## src/rtl/mem_bus_arbiter.sv

```systemverilog
// Round-robin arbiter sharing one external memory port between I-side refill and
// D-side refill/write-back; every grant is a fixed-length, line-aligned burst.
//
// state | meaning
// ------+----------------------------------------------------------------
// IDLE  | no transfer; arbitrate pending requests, latch winner and base
// BURST | issue BEATS memory beats to the winner, one per m_ack
// DONE  | one-cycle done pulse to the winner; pipeline released
module mem_bus_arbiter #(
    parameter int BEATS      = 4,
    parameter int LOG2_BEATS = 2
) (
    input  logic        clk,
    input  logic        rst_n,

    input  logic        i_req,
    input  logic [31:0] i_addr,
    output logic [31:0] i_rdata,
    output logic        i_rvalid,
    output logic        i_done,

    input  logic        d_req,
    input  logic        d_we,
    input  logic [31:0] d_addr,
    input  logic [31:0] d_wdata,
    output logic        d_wready,
    output logic [31:0] d_rdata,
    output logic        d_rvalid,
    output logic        d_done,

    output logic        m_req,
    output logic        m_we,
    output logic [31:0] m_addr,
    output logic [31:0] m_wdata,
    input  logic        m_ack,
    input  logic [31:0] m_rdata,

    output logic        stall
);

    typedef enum logic [1:0] {
        S_IDLE  = 2'd0,
        S_BURST = 2'd1,
        S_DONE  = 2'd2
    } state_t;

    localparam logic                  OWN_I     = 1'b0;
    localparam logic                  OWN_D     = 1'b1;
    localparam logic [LOG2_BEATS-1:0] LAST_BEAT = LOG2_BEATS'(BEATS - 1);
    localparam logic [31:0]           LINE_MASK = ~((32'(BEATS) << 2) - 32'd1);

    state_t                state, state_nxt;
    logic [LOG2_BEATS-1:0] beat, beat_nxt;
    logic                  owner, owner_nxt;
    logic                  last_owner, last_owner_nxt;
    logic                  we_lat, we_lat_nxt;
    logic [31:0]           base, base_nxt;

    logic                  any_req;
    logic                  grant_d;
    logic                  in_burst;
    logic                  in_done;
    logic                  beat_ack;

    // D wins a tie only when I owned the previous burst.
    always_comb begin
        any_req = i_req | d_req;
        grant_d = d_req & (~i_req | (last_owner == OWN_I));
    end

    always_ff @(posedge clk or negedge rst_n) begin
        if (!rst_n) begin
            state      <= S_IDLE;
            beat       <= '0;
            owner      <= OWN_I;
            last_owner <= OWN_I;
            we_lat     <= 1'b0;
            base       <= '0;
        end else begin
            state      <= state_nxt;
            beat       <= beat_nxt;
            owner      <= owner_nxt;
            last_owner <= last_owner_nxt;
            we_lat     <= we_lat_nxt;
            base       <= base_nxt;
        end
    end

    always_comb begin
        state_nxt      = state;
        beat_nxt       = beat;
        owner_nxt      = owner;
        last_owner_nxt = last_owner;
        we_lat_nxt     = we_lat;
        base_nxt       = base;
        case (state)
            S_IDLE: begin
                if (any_req) begin
                    state_nxt      = S_BURST;
                    beat_nxt       = '0;
                    owner_nxt      = grant_d ? OWN_D : OWN_I;
                    last_owner_nxt = grant_d ? OWN_D : OWN_I;
                    we_lat_nxt     = grant_d & d_we;
                    base_nxt       = (grant_d ? d_addr : i_addr) & LINE_MASK;
                end
            end
            S_BURST: begin
                // Beat counter wraps to zero on the last ack (BEATS is a power of 2).
                if (m_ack) begin
                    beat_nxt = beat + LOG2_BEATS'(1);
                    if (beat == LAST_BEAT) begin
                        state_nxt = S_DONE;
                    end
                end
            end
            S_DONE: begin
                state_nxt = S_IDLE;
            end
            default: begin
                state_nxt = S_IDLE;
            end
        endcase
    end

    always_comb begin
        in_burst = (state == S_BURST);
        in_done  = (state == S_DONE);
        beat_ack = in_burst & m_ack;

        m_req    = in_burst;
        m_we     = in_burst & we_lat;
        m_addr   = in_burst ? (base + 32'({beat, 2'b00})) : 32'd0;
        m_wdata  = in_burst ? d_wdata : 32'd0;

        i_rvalid = beat_ack & (owner == OWN_I);
        d_rvalid = beat_ack & (owner == OWN_D) & ~we_lat;
        d_wready = beat_ack & (owner == OWN_D) & we_lat;
        i_rdata  = in_burst ? m_rdata : 32'd0;
        d_rdata  = in_burst ? m_rdata : 32'd0;

        i_done   = in_done & (owner == OWN_I);
        d_done   = in_done & (owner == OWN_D);

        // Gated by rst_n so the freeze drops the instant reset is asserted.
        stall    = rst_n & (in_burst | ((state == S_IDLE) & any_req));
    end

endmodule

```

## config.mk

```make
export PLATFORM = sky130hd
export DESIGN_NAME = mem_bus_arbiter
export DESIGN_NICKNAME = d
export VERILOG_FILES = /design/src/rtl/mem_bus_arbiter.sv
export SDC_FILE = /design/constraint.sdc
export NUM_CORES = 1
export LEC_CHECK = 0
export CORE_MARGIN = 2
export CORE_UTILIZATION = 25
export DETAILED_ROUTE_END_ITERATION = 7
export PLACE_DENSITY = 0.69
export SLEW_MARGIN = 20
export SYNTH_ARGS = -nofsm -noshare
export SYNTH_HDL_FRONTEND = slang
export SYNTH_SLANG_ARGS = --single-unit
```

## constraint.sdc

```tcl
create_clock -name clk -period 3.1 [get_ports clk]
set_input_delay 0.62 -clock clk [delete_from_list [all_inputs] [get_ports clk]]
set_output_delay 0.62 -clock clk [all_outputs]
set_load 0.02 [all_outputs]
```

### Register map, names as in the netlist, run 1

Scale bar: 20 microns.
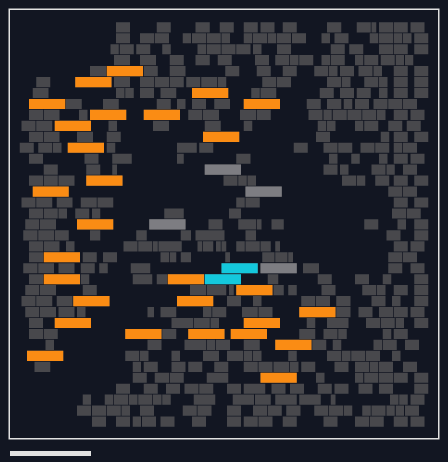
cyan -> state  # placed flops 2
orange -> base  # placed flops 28
sequential power: 776 uW
Final Util: 50.8%
Seq/total area: 16.4%
FF/Latch Area: 851 sq um

### Routed metal, one colour a layer, run 1

Two of the layers only.
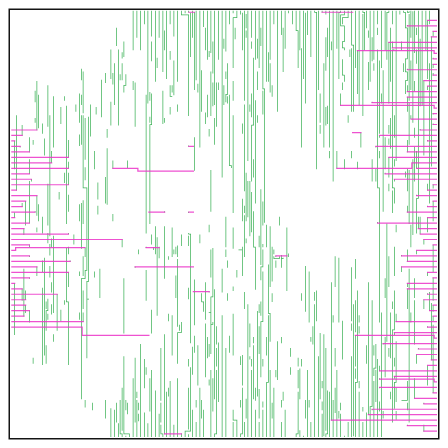
green -> metal 2  # wire length 5380 microns
magenta -> metal 3  # wire length 906 microns
Vias: 2609
Overall Global Routing Usage: 16.7%
WL/cell: 15.9 microns
final wirelength: 9860 microns

### M1 wires, run 1

Scale bar: 20 microns. Supply wires on this layer in grey. Cells faint in the background.
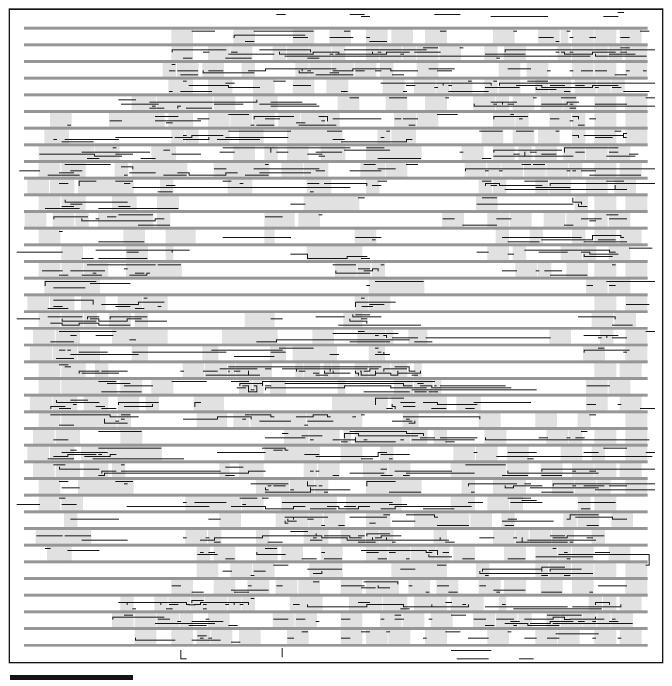
wire length on this layer = 3470 microns
longest straight run = 49.7 microns
share of all routed wire = 35%
main direction = horizontal
met1 Usage GRT: 17.3%

### Port wiring, run 1

Scale bar: 20 microns.
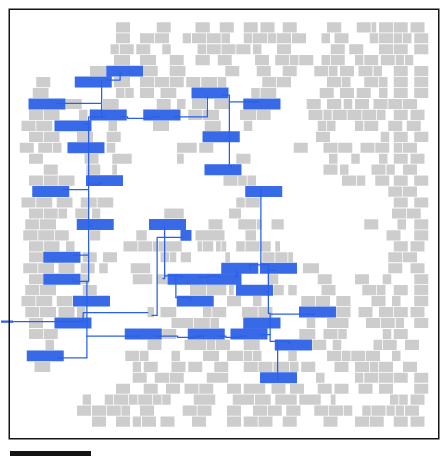
blue -> rst_n  # bits 1, direction input, edge left, end cells 35, buffers 2, wire 379 microns
port bufs: 259
I/O pin count: 270

==> Changelog: implementation, run 1 <==
## Flow update

* Met3 capacity usage during global routing at under 10%
* Metal-1 WL at approximately 3500 microns
* Layout Nets at 620
* Largest register FFs at 28
* Switching power at ~1800 uW
* Worst-path fanout max at 5
* Nature of the critical path endpoint: output pin
* Clk pwr at 342 uW
* Gpl congestion at 0.859
* Number of diodes at 0
* Startpoint Class: primary input
* Max Cap Viol at 0
* Unique masters post-synth at 28
* Chip Width at ~110 microns
* Number of flops mapped to enable cells by yosys at 0
* And-or/or-and share of the synthesized area at 2.63%
* CP startpoint: m_ack
* Antenna Nets Post-Route at 0
* Root buffer cell: clkbuf_8
* Comb area at 1440 sq um
* Post-synth ARST share at 100%
* Clock Skew at between 0.004 and 0.005 ns
* Post-synthesis cell area at roughly 2600 sq um
* Largest Register: base
* YS chip area at 2620 sq um
* Synth Area in XOR/XNOR at 0%
* Avg Cell Area, Syn at around 10 sq um
* Clock power frac at about 8%
* Crit Path Category: primary input to output pin
* Setup crit end: d_rvalid
* Pwr Total at about 4400 uW
* Initial antenna violation count at 0
* Hold_ws at 0.389 ns
* Crit path DAT at roughly 2.3 ns
* Area leader, netlist: dfrtp_1
* Worst-path clk slew at 0.07 ns
* Adder-Cell Fraction of Synth Area at less than 1%
* R2R cell count at 4
* Highest routed layer: met4
* Core area at between 10000 and 15000 sq um
* CTS tree: done
* Sw Ratio at between 40% and 50%
* Ys flop type: dfrtp_1
* Inst Count DP at between 600 and 700
* Max-slew violation count at 0
* Pre-CTS setup slack at approximately 0.22 ns
* Die y size at between 100 and 150 microns
* Run status: finished, final reports clean
* Area share, top type at about a third
* Ys cells at ~260
* Drt first pass iters at 4
* Largest net degree at the start of global routing at 72
* Warnings from Yosys at 0
* Fillers at ~940
* Most instantiated cells after synthesis: and2_1, mux2_2, buf_4, dfrtp_1, clkbuf_1
* Sequential Power Share at 17.7%
* Peak Freq at ~350 MHz
* GR peak layer: met2
* Post-CTS Hold Buffers at 0
* Top cells, area: dfrtp_1, and2_1, mux2_2
* Worst R2R Start: last_owner$_DFFE_PN0P_
* RSZ-0062 raised after global routing: false
* Tool Warnings at 34
* Biggest consumer: combinational logic
* Combinational share of power at between 70% and 80%
* Placed wire-length estimate at between 8000 and 9000 microns
* Mux area share at about 25%
* Init Core Util at about a quarter
* Routed vias/inst at 4.19
* Dominant comb cell: simple AND/OR/NAND/NOR gates
* Clock sink count at 34
* Setup Viol. Count Final at 0
* Most numerous cell in the Yosys netlist: and2_1
* RR Endpoint: base[10]$_DFFE_PN0P_
* Cycle use final at just over 90%
* DRC at 0
* H-tree levels at 2
* Layout Cells excl Fill at just over 600
* Setup TNS at 0 ns
* First-pass GRT wire length at ~15000 microns
* Clock Tree Buf Depth at 2
* Seq/Total Area, Yosys at ~33%
* Worst setup margin at ~0.22 ns
* Post-DP Area at a little over 5000 sq um
* Max rail drop VDD at a little under 0.0004 V
* #FFs+latches synth at 34
* Starting DRT DRC Count at between 80 and 90
* Post-CTS Setup Bufs at 0
* Worst path required time at approximately 2.5 ns
* Worst skew pair latency at about 0.28 ns
* Combinational power at approximately 3300 uW
* CTS Buf Count at 5
* Crit path time final at 2.88 ns
* P per Cell Area at 844 nW/um^2
* Ratio of cells with drive above 1 in the final layout at ~15%
* Power Internal at approximately 2500 uW
* Post-route design area at 5200 sq um
* AND/OR/NAND/NOR Cells, Area Fraction at 25.9%
* Row count at 37
* Grt ovf at 0
* Number of global-route vias before repair at ~2700
* Resized cells post-CTS at 0
* Layout area overhead at 98.9%
* Die area at around 11000 sq um
* Syn Inst Count at 262
* Met3 WL at just over 900 microns
* Final hold violation count at 0
* WL met2 at around 5400 microns
* Lkg Pwr at roughly 0.0021 uW
* Largest regs: base (28), beat (2), state (2)
* Worst R2R Setup Slack at between 1 and 1.5 ns
* Hold Path Class: primary input to async pin
* M2 GR Usage at 32.5%
==> run 1: layout make-up <==
class	instances	area share (%)
timing repair buffer	265	50.8
multi-input combinational	178	27.7
sequential	34	16.4
tap	136	3.27
clock buffer	7	1.66
clock inverter	1	0.0962
inverter	1	0.0722
==> run 1: cells in the final DEF (no fill, tap or decap), types with 2 or more instances in the layout <==
master           instances
and2_1                  95
conb_1                   2
nor2_1                   4
nor3b_1                  2
mux2_4                   9
mux2_2                  47
nand2_1                  4
dfrtp_1                 34
clkbuf_8                 6
buf_4                    5
clkdlybuf4s50_1        258
==> run 1: critical path: stages <==
cell and delay (ns):
clkdlybuf4s50_1 0.51, nand3b_1 0.19, nor3b_1 0.26, clkdlybuf4s50_1 0.67
==> inputs of run 2 (changes only) <==
--- a/config.mk
+++ b/config.mk
@@ -5,9 +5,9 @@
 export SDC_FILE = /design/constraint.sdc
 export NUM_CORES = 1
 export LEC_CHECK = 0
-export CORE_MARGIN = 2
-export CORE_UTILIZATION = 25
+export CORE_AREA = 2 2 105 107
 export DETAILED_ROUTE_END_ITERATION = 7
+export DIE_AREA = 0 0 107 109
 export PLACE_DENSITY = 0.69
 export SLEW_MARGIN = 20
 export SYNTH_ARGS = -nofsm -noshare
### Register map, names as in the netlist, run 2

Scale bar: 20 microns.
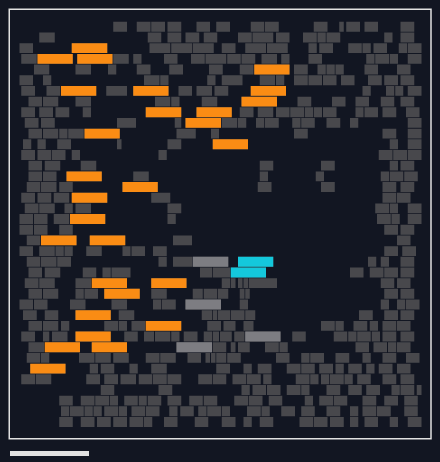
orange -> base  # placed flops 28
cyan -> state  # placed flops 2
not coloured = 4
sequential power: 775 uW
Seq/total area: 16.4%
Final Util: 48.9%

==> run 2 against run 1 <==
Against the previous run: sequential power is essentially flat; clock power shrank 2%; critical path depth grew 1; synthesized cell count is the same; cell count grew 0.32%; wire length shrank 8.5%; first-iteration DRC count shrank 17%; clock-buffer cell count is the same; via count shrank 1.9%; worst hold slack gained 0.036 ns; critical path type is now flop to output pin; largest power group unchanged.
==> Changelog: implementation, run 2 <==
## Flow update

* Run status: finished, final reports clean (unchanged)
* Non-clk buf share at 50.7% (was 50.8%)
* Comb area at 1430 sq um (was 1440 sq um)
* Top Layout Cells: clkdlybuf4s50_1, and2_1, mux2_2 (unchanged)
* Die y size at 109 microns (was 106 microns)
* CTS Buf Count at 5 (unchanged)
* Fillers at 999 (was 935)
* Met1 Usage GRT at 16.5% (was 17.3%)
* Ratio of cells with drive above 1 in the final layout at 14.7% (was 15.0%)
* P per Cell Area at 839 nW/um^2 (was 844 nW/um^2)
* Largest regs: base (28), beat (2), state (2) (unchanged)
* #FFs+latches synth at 34 (unchanged)
* Lkg Pwr at 0.00207 uW (was 0.00208 uW)
* RR Endpoint: base[31]$_DFFE_PN0P_ (was base[10]$_DFFE_PN0P_)
* Final wirelength at 9020 microns (was 9860 microns)
* Post-CTS Setup Bufs at 0 (unchanged)
* Final-layout clock buffer total at 7 (unchanged)
* Worst skew pair latency at 0.28 ns (about the same)
* Synth Area in XOR/XNOR at 0% (unchanged)
* Largest register FFs at 28 (unchanged)
* TAP cells at 140 (was 136)
* Initial antenna violation count at 0 (unchanged)
* Post-route design area at 5180 sq um (was 5200 sq um)
* GR peak layer: met2 (unchanged)
* Hold_ws at 0.425 ns (was 0.389 ns)
* Antenna Nets Post-Route at 0 (unchanged)
* Inst Count DP at 616 (was 614)
* CP startpoint: state[1]$_DFFE_PN0P_ (was m_ack)
* Layout Nets at 618 (was 620)
* WL/cell at 14.5 microns (was 15.9 microns)
* Routed vias/inst at 4.10 (was 4.19)
* DRC at 0 (unchanged)
* Largest Register: base (unchanged)
* Tool Warnings at 34 (unchanged)
* Top cells, area: dfrtp_1, and2_1, mux2_2 (unchanged)
* Met3 WL at 906 microns (unchanged)
* Power Internal at 2530 uW (was 2540 uW)
* Clock sink count at 34 (unchanged)
* R2R cell count at 4 (unchanged)
* Startpoint Class: flop (was primary input)
* Most numerous cell in the Yosys netlist: and2_1 (unchanged)
* Layout area overhead at 98.2% (was 98.9%)
* Post-synthesis cell area at 2620 sq um (unchanged)
* CTS tree: done (unchanged)
* Syn Inst Count at 262 (unchanged)
* Ys flop type: dfrtp_1 (unchanged)
* Largest net degree at the start of global routing at 98 (was 72)
* Dominant comb cell: simple AND/OR/NAND/NOR gates (unchanged)
* Worst-path clk slew at 0.07 ns (about the same)
* Ys cells at 262 (unchanged)
* Post-CTS Hold Buffers at 0 (unchanged)
* Most instantiated cells after synthesis: and2_1, mux2_2, buf_4, dfrtp_1, clkbuf_1 (unchanged)
* Warnings from Yosys at 0 (unchanged)
* FF/Latch Area at 851 sq um (unchanged)
* WL met2 at 4530 microns (was 5380 microns)
* Nature of the critical path endpoint: output pin (unchanged)
* Worst path required time at 2.48 ns (about the same)
* Number of diodes at 0 (unchanged)
* Grt ovf at 0 (unchanged)
* First-pass GRT wire length at 13600 microns (was 14600 microns)
* H-tree levels at 2 (unchanged)
* Adder-Cell Fraction of Synth Area at 0.478% (unchanged)
* Worst R2R Setup Slack at 1.33 ns (was 1.37 ns)
* Comb_multi_in at 178 (unchanged)
* Setup TNS at 0 ns (unchanged)
* Mux area share at 25.4% (unchanged)
* Resized cells post-CTS at 0 (unchanged)
* Number of flops mapped to enable cells by yosys at 0 (unchanged)
* Peak Freq at 354 MHz (was 348 MHz)
* Drt first pass iters at 4 (unchanged)
* Switching power at 1820 uW (was 1850 uW)
* Metal-1 WL at 3450 microns (was 3470 microns)
* Sw Ratio at 41.9% (was 42.1%)
* Number of global-route vias before repair at 2592 (was 2665)
* M2 GR Usage at 26.8% (was 32.5%)
* Crit path time final at 2.82 ns (was 2.88 ns)
* Core area at 10600 sq um (was 10200 sq um)
* Leading cell kind: non-clock buffers (unchanged)
* Avg Cell Area, Syn at 9.99 sq um (unchanged)
* Row count at 38 (was 37)
* Clk pwr at 336 uW (was 342 uW)
* Nonclk inv count at 1 (unchanged)
* Worst-path fanout max at 97 (was 5)
* Setup crit end: d_wready (was d_rvalid)
* Clock-cell share at 1.76% (about the same)
* Chip Width at 107 microns (was 106 microns)
* Clock power frac at 7.7% (was 7.8%)
* Max rail drop VDD at 0.000355 V (was 0.000388 V)
* Logic share of the area at 27.7% (about the same)
* Layout Cells excl Fill at 624 (was 622)
* Highest routed layer: met4 (unchanged)
* Placed wire-length estimate at 7100 microns (was 8210 microns)
* Combinational share of power at 74.5% (was 74.6%)
* Seq/Total Area, Yosys at 32.5% (unchanged)
* Vias at 2560 (was 2609)
* RSZ-0062 raised after global routing: false (unchanged)
* Area share, top type at 32.5% (unchanged)
* Pwr Total at 4350 uW (was 4390 uW)
### Port wiring, run 2

Scale bar: 20 microns.
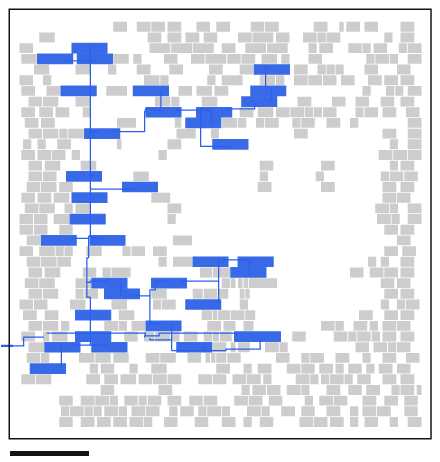
blue -> rst_n  # bits 1, direction input, edge left, end cells 35, buffers 2, wire 362 microns

run 2: cell counts after synthesis:
Identical to the previous run, type by type.
run 2: how the worst min path moves through the flow:
stage	startpoint	end	slack, ns	depth (start not counted)
global route	rst_n	base[23]$_DFFE_PN0P_	0.45	2
floorplan	rst_n	base[10]$_DFFE_PN0P_	0.32	0
CTS	rst_n	base[30]$_DFFE_PN0P_	0.42	2
global placement	base[13]$_DFFE_PN0P_	base[13]$_DFFE_PN0P_	0.48	1
detailed placement	base[12]$_DFFE_PN0P_	base[12]$_DFFE_PN0P_	0.49	1
finish	rst_n	last_owner$_DFFE_PN0P_	0.42	2
run 2: critical path: stages (launching register included):
cell and delay (ns):
dfrtp_1 0.42, nand2b_1 0.20, inv_2 0.10, buf_12 0.28, and4_1 0.26, clkdlybuf4s50_1 0.65
==> inputs of run 3 (changes only) <==
--- a/config.mk
+++ b/config.mk
@@ -5,10 +5,12 @@
 export SDC_FILE = /design/constraint.sdc
 export NUM_CORES = 1
 export LEC_CHECK = 0
-export CORE_AREA = 2 2 105 107
+export ABC_CLOCK_PERIOD_IN_PS = 3100
+export CORE_AREA = 4 4 101 103
 export DETAILED_ROUTE_END_ITERATION = 7
-export DIE_AREA = 0 0 107 109
-export PLACE_DENSITY = 0.69
+export DIE_AREA = 0 0 105 107
+export MAX_ROUTING_LAYER = met4
+export PLACE_DENSITY = 0.77
 export SLEW_MARGIN = 20
 export SYNTH_ARGS = -nofsm -noshare
 export SYNTH_HDL_FRONTEND = slang
==> run 3 against run 2 <==
Against the previous run: global-route usage grew 2.1 points; via count grew 2.7%; non-clock buffer count grew 3; critical path depth shrank 1; wire length grew 11%; maximum frequency grew 1.3%; setup slack gained 0.035 ns; worst hold slack lost 0.012 ns; critical endpoint is now d_rvalid; highest routed layer unchanged.
==> Changelog: implementation, run 3 <==
## Flow update

* Run status: finished, final reports clean (unchanged)
* Syn Inst Count at 262 (unchanged)
* Combinational power at 3290 uW (was 3240 uW)
* Hold_ws at 0.413 ns (was 0.425 ns)
* Post-DP Area at 5090 sq um (about the same)
* Die area at 11200 sq um (was 11700 sq um)
* Init Core Util at 28.4% (was 24.7%)
* Unique masters post-synth at 28 (unchanged)
* Metal-1 WL at 3830 microns (was 3450 microns)
* Pre-CTS setup slack at 0.313 ns (was 0.285 ns)
* Seq/Total Area, Yosys at 32.5% (unchanged)
* Inst Count DP at 590 (was 616)
* YS chip area at 2620 sq um (unchanged)
* Worst-path clk slew at 0.07 ns (about the same)
* Gpl congestion at 0.871 (was 0.745)
* Highest routed layer: met4 (unchanged)
* CP dominant cell by count: clkdlybuf4s50_1
* Clock sink count at 34 (unchanged)
* Tool Warnings at 34 (unchanged)
* #FFs+latches synth at 34 (unchanged)
* P per Cell Area at 850 nW/um^2 (was 839 nW/um^2)
* Clock Skew at 0.00206 ns (was 0.00703 ns)
* RSZ-0062 raised after global routing: false (unchanged)
* Worst setup margin at 0.312 ns (was 0.276 ns)
* Pwr Total at 4410 uW (was 4350 uW)
* Switching power at 1860 uW (was 1820 uW)
* Crit path time final at 2.79 ns (was 2.82 ns)
* Initial antenna violation count at 0 (unchanged)
* Worst skew pair latency at 0.28 ns (about the same)
* Power Internal at 2550 uW (was 2530 uW)
* Crit path DAT at 2.17 ns (was 2.20 ns)
* Clk pwr at 343 uW (was 336 uW)
* Number of global-route vias before repair at 2691 (was 2592)
* GR peak layer: met2 (unchanged)
* Die y size at 107 microns (was 109 microns)
* Clock power frac at 7.8% (was 7.7%)
* Resized cells post-CTS at 0 (unchanged)
* Post-route design area at 5180 sq um (about the same)
* Largest net degree at the start of global routing at 77 (was 98)
* Worst path required time at 2.48 ns (about the same)
* Grt ovf at 0 (unchanged)
* I/O pin count at 270 (unchanged)
* Post-synthesis cell area at 2620 sq um (unchanged)
* RR Endpoint: base[10]$_DFFE_PN0P_ (was base[31]$_DFFE_PN0P_)
* Layout area overhead at 98.1% (was 98.2%)
* Sw Ratio at 42.2% (was 41.9%)
* Largest register FFs at 28 (unchanged)
* First-pass GRT wire length at 14800 microns (was 13600 microns)
* DRC at 0 (unchanged)
* Top cells, area: dfrtp_1, and2_1, mux2_2 (unchanged)
* CTS Buf Count at 5 (unchanged)
* Port bufs at 259 (unchanged)
* Nature of the critical path endpoint: output pin (unchanged)
* Setup TNS at 0 ns (unchanged)
* Post-CTS Hold Buffers at 0 (unchanged)
* Routed vias/inst at 4.40 (was 4.10)
* Starting DRT DRC Count at 57 (was 72)
* Most instantiated cells after synthesis: and2_1, mux2_2, buf_4, dfrtp_1, clkbuf_1 (unchanged)
* WL met2 at 5420 microns (was 4530 microns)
* Crit path cell chain: clkdlybuf4s50_1, nand3b_1, nor3b_1, clkdlybuf4s50_1 (was nand2b_1, inv_2, buf_12, and4_1, clkdlybuf4s50_1)
* Worst-path fanout max at 4 (was 97)
* Root buffer cell: clkbuf_8 (unchanged)
* Max rail drop VDD at 0.000396 V (was 0.000355 V)
* Area share, top type at 32.5% (unchanged)
* Row count at 35 (was 38)
* Warnings from Yosys at 0 (unchanged)
* Largest regs: base (28), beat (2), state (2) (unchanged)
* Placed wire-length estimate at 8470 microns (was 7100 microns)
* Setup Viol. Count Final at 0 (unchanged)
* Max-slew violation count at 0 (unchanged)
* Layout Nets at 621 (was 618)
* Number of flops mapped to enable cells by yosys at 0 (unchanged)
* Chip Width at 105 microns (was 107 microns)
* M2 GR Usage at 32.6% (was 26.8%)
* Setup crit end: d_rvalid (was d_wready)
* Startpoint Class: primary input (was flop)
* Combinational share of power at 74.6% (was 74.5%)
* Most numerous cell in the Yosys netlist: and2_1 (unchanged)
* Met3 WL at 710 microns (was 906 microns)
* Area leader, netlist: dfrtp_1 (unchanged)
* Ys flop type: dfrtp_1 (unchanged)
* Antenna Nets Post-Route at 0 (unchanged)
* Most numerous logic cell after layout: clkdlybuf4s50_1 (unchanged)
* Number of diodes at 0 (unchanged)
* Layout Cells excl Fill at 598 (was 624)
* Met3 capacity usage during global routing at 4.33% (was 5.74%)
* Ys cells at 262 (unchanged)
* Drt first pass iters at 5 (was 4)
* Cycle use final at 90.0% (was 91.1%)
* Final hold violation count at 0 (unchanged)
* Sequential Power Share at 17.6% (was 17.8%)
* Largest Register: base (unchanged)
* CP startpoint: m_ack (was state[1]$_DFFE_PN0P_)
* Max Cap Viol at 0 (unchanged)
* CTS tree: done (unchanged)
* Worst R2R Setup Slack at 1.33 ns (about the same)
* Peak Freq at 359 MHz (was 354 MHz)
* Lkg Pwr at 0.00208 uW (was 0.00207 uW)
* Post-CTS Setup Bufs at 0 (unchanged)
* H-tree levels at 2 (unchanged)
* Crit Path Category: primary input to output pin (was flop to output pin)
* CP max stage delay at 0.70 ns (was 0.65 ns)
* Hold Path Class: primary input to async pin (unchanged)
* Ratio of cells with drive above 1 in the final layout at 15.4% (was 14.7%)
* R2R cell count at 4 (unchanged)
* Biggest consumer: combinational logic (unchanged)
* Worst R2R Start: last_owner$_DFFE_PN0P_ (unchanged)
* Crit-path slowest cell: clkdlybuf4s50_1 (unchanged)
* Top Layout Cells: clkdlybuf4s50_1, and2_1, mux2_2 (unchanged)
* Core area at 9200 sq um (was 10600 sq um)
* Post-synth ARST share at 100% (unchanged)
* Met1 Usage GRT at 18.0% (was 16.5%)
* Clock Tree Buf Depth at 2 (unchanged)
* Avg Cell Area, Syn at 9.99 sq um (unchanged)
[run 3: layout make-up]
class / instances / area [sq um]
fillers: 802 / 4010
clock buffers: 6 / 82.6
multi-input cells: 178 / 1440
repair buffers: 266 / 2650
flip-flops and latches: 34 / 851
well taps: 111 / 139
inverters: 1 / 3.75
clock inverters: 2 / 12.5
[run 3: critical path: cells and delay by family]
kind	cells	cell delay [ns]
buf+inv	2	1.22
simple gates	2	0.32
[run 3: kinds of logic after synthesis]
family / count (synthesis) / synth area share [%]
simple gates: 110 / 25.9
mux: 56 / 25.4
fa+ha+maj: 1 / 0.478
other cells: 1 / 0.143
compound gates: 9 / 2.63
buf+inv: 51 / 13.0
flops: 34 / 32.5
### Routed metal, one colour a layer, run 3

Two of the layers only.
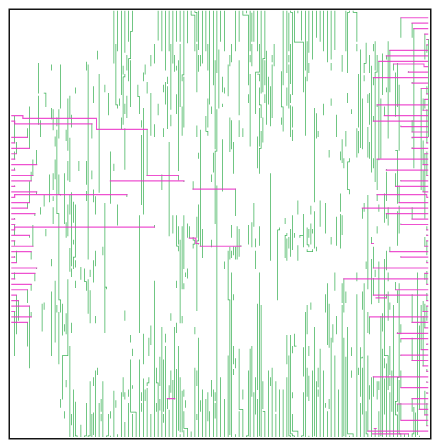
magenta -> metal 3  # wire length 710 microns
green -> metal 2  # wire length 5420 microns
final wirelength: 10000 microns
Vias: 2630
WL/cell: 16.8 microns
Overall Global Routing Usage: 17.0%

### Register map, names as in the netlist, run 3

Scale bar: 20 microns.
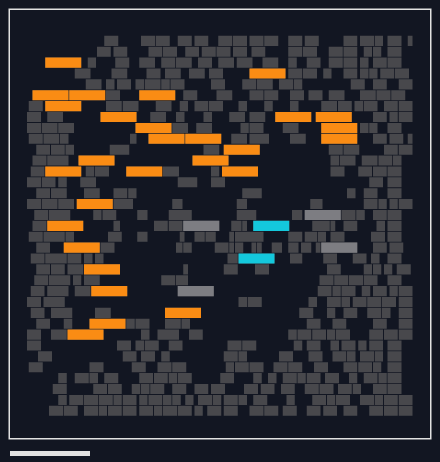
Final Util: 56.4%
sequential power: 777 uW

Power figures rest on the tool's default switching activity, not on a simulated workload.
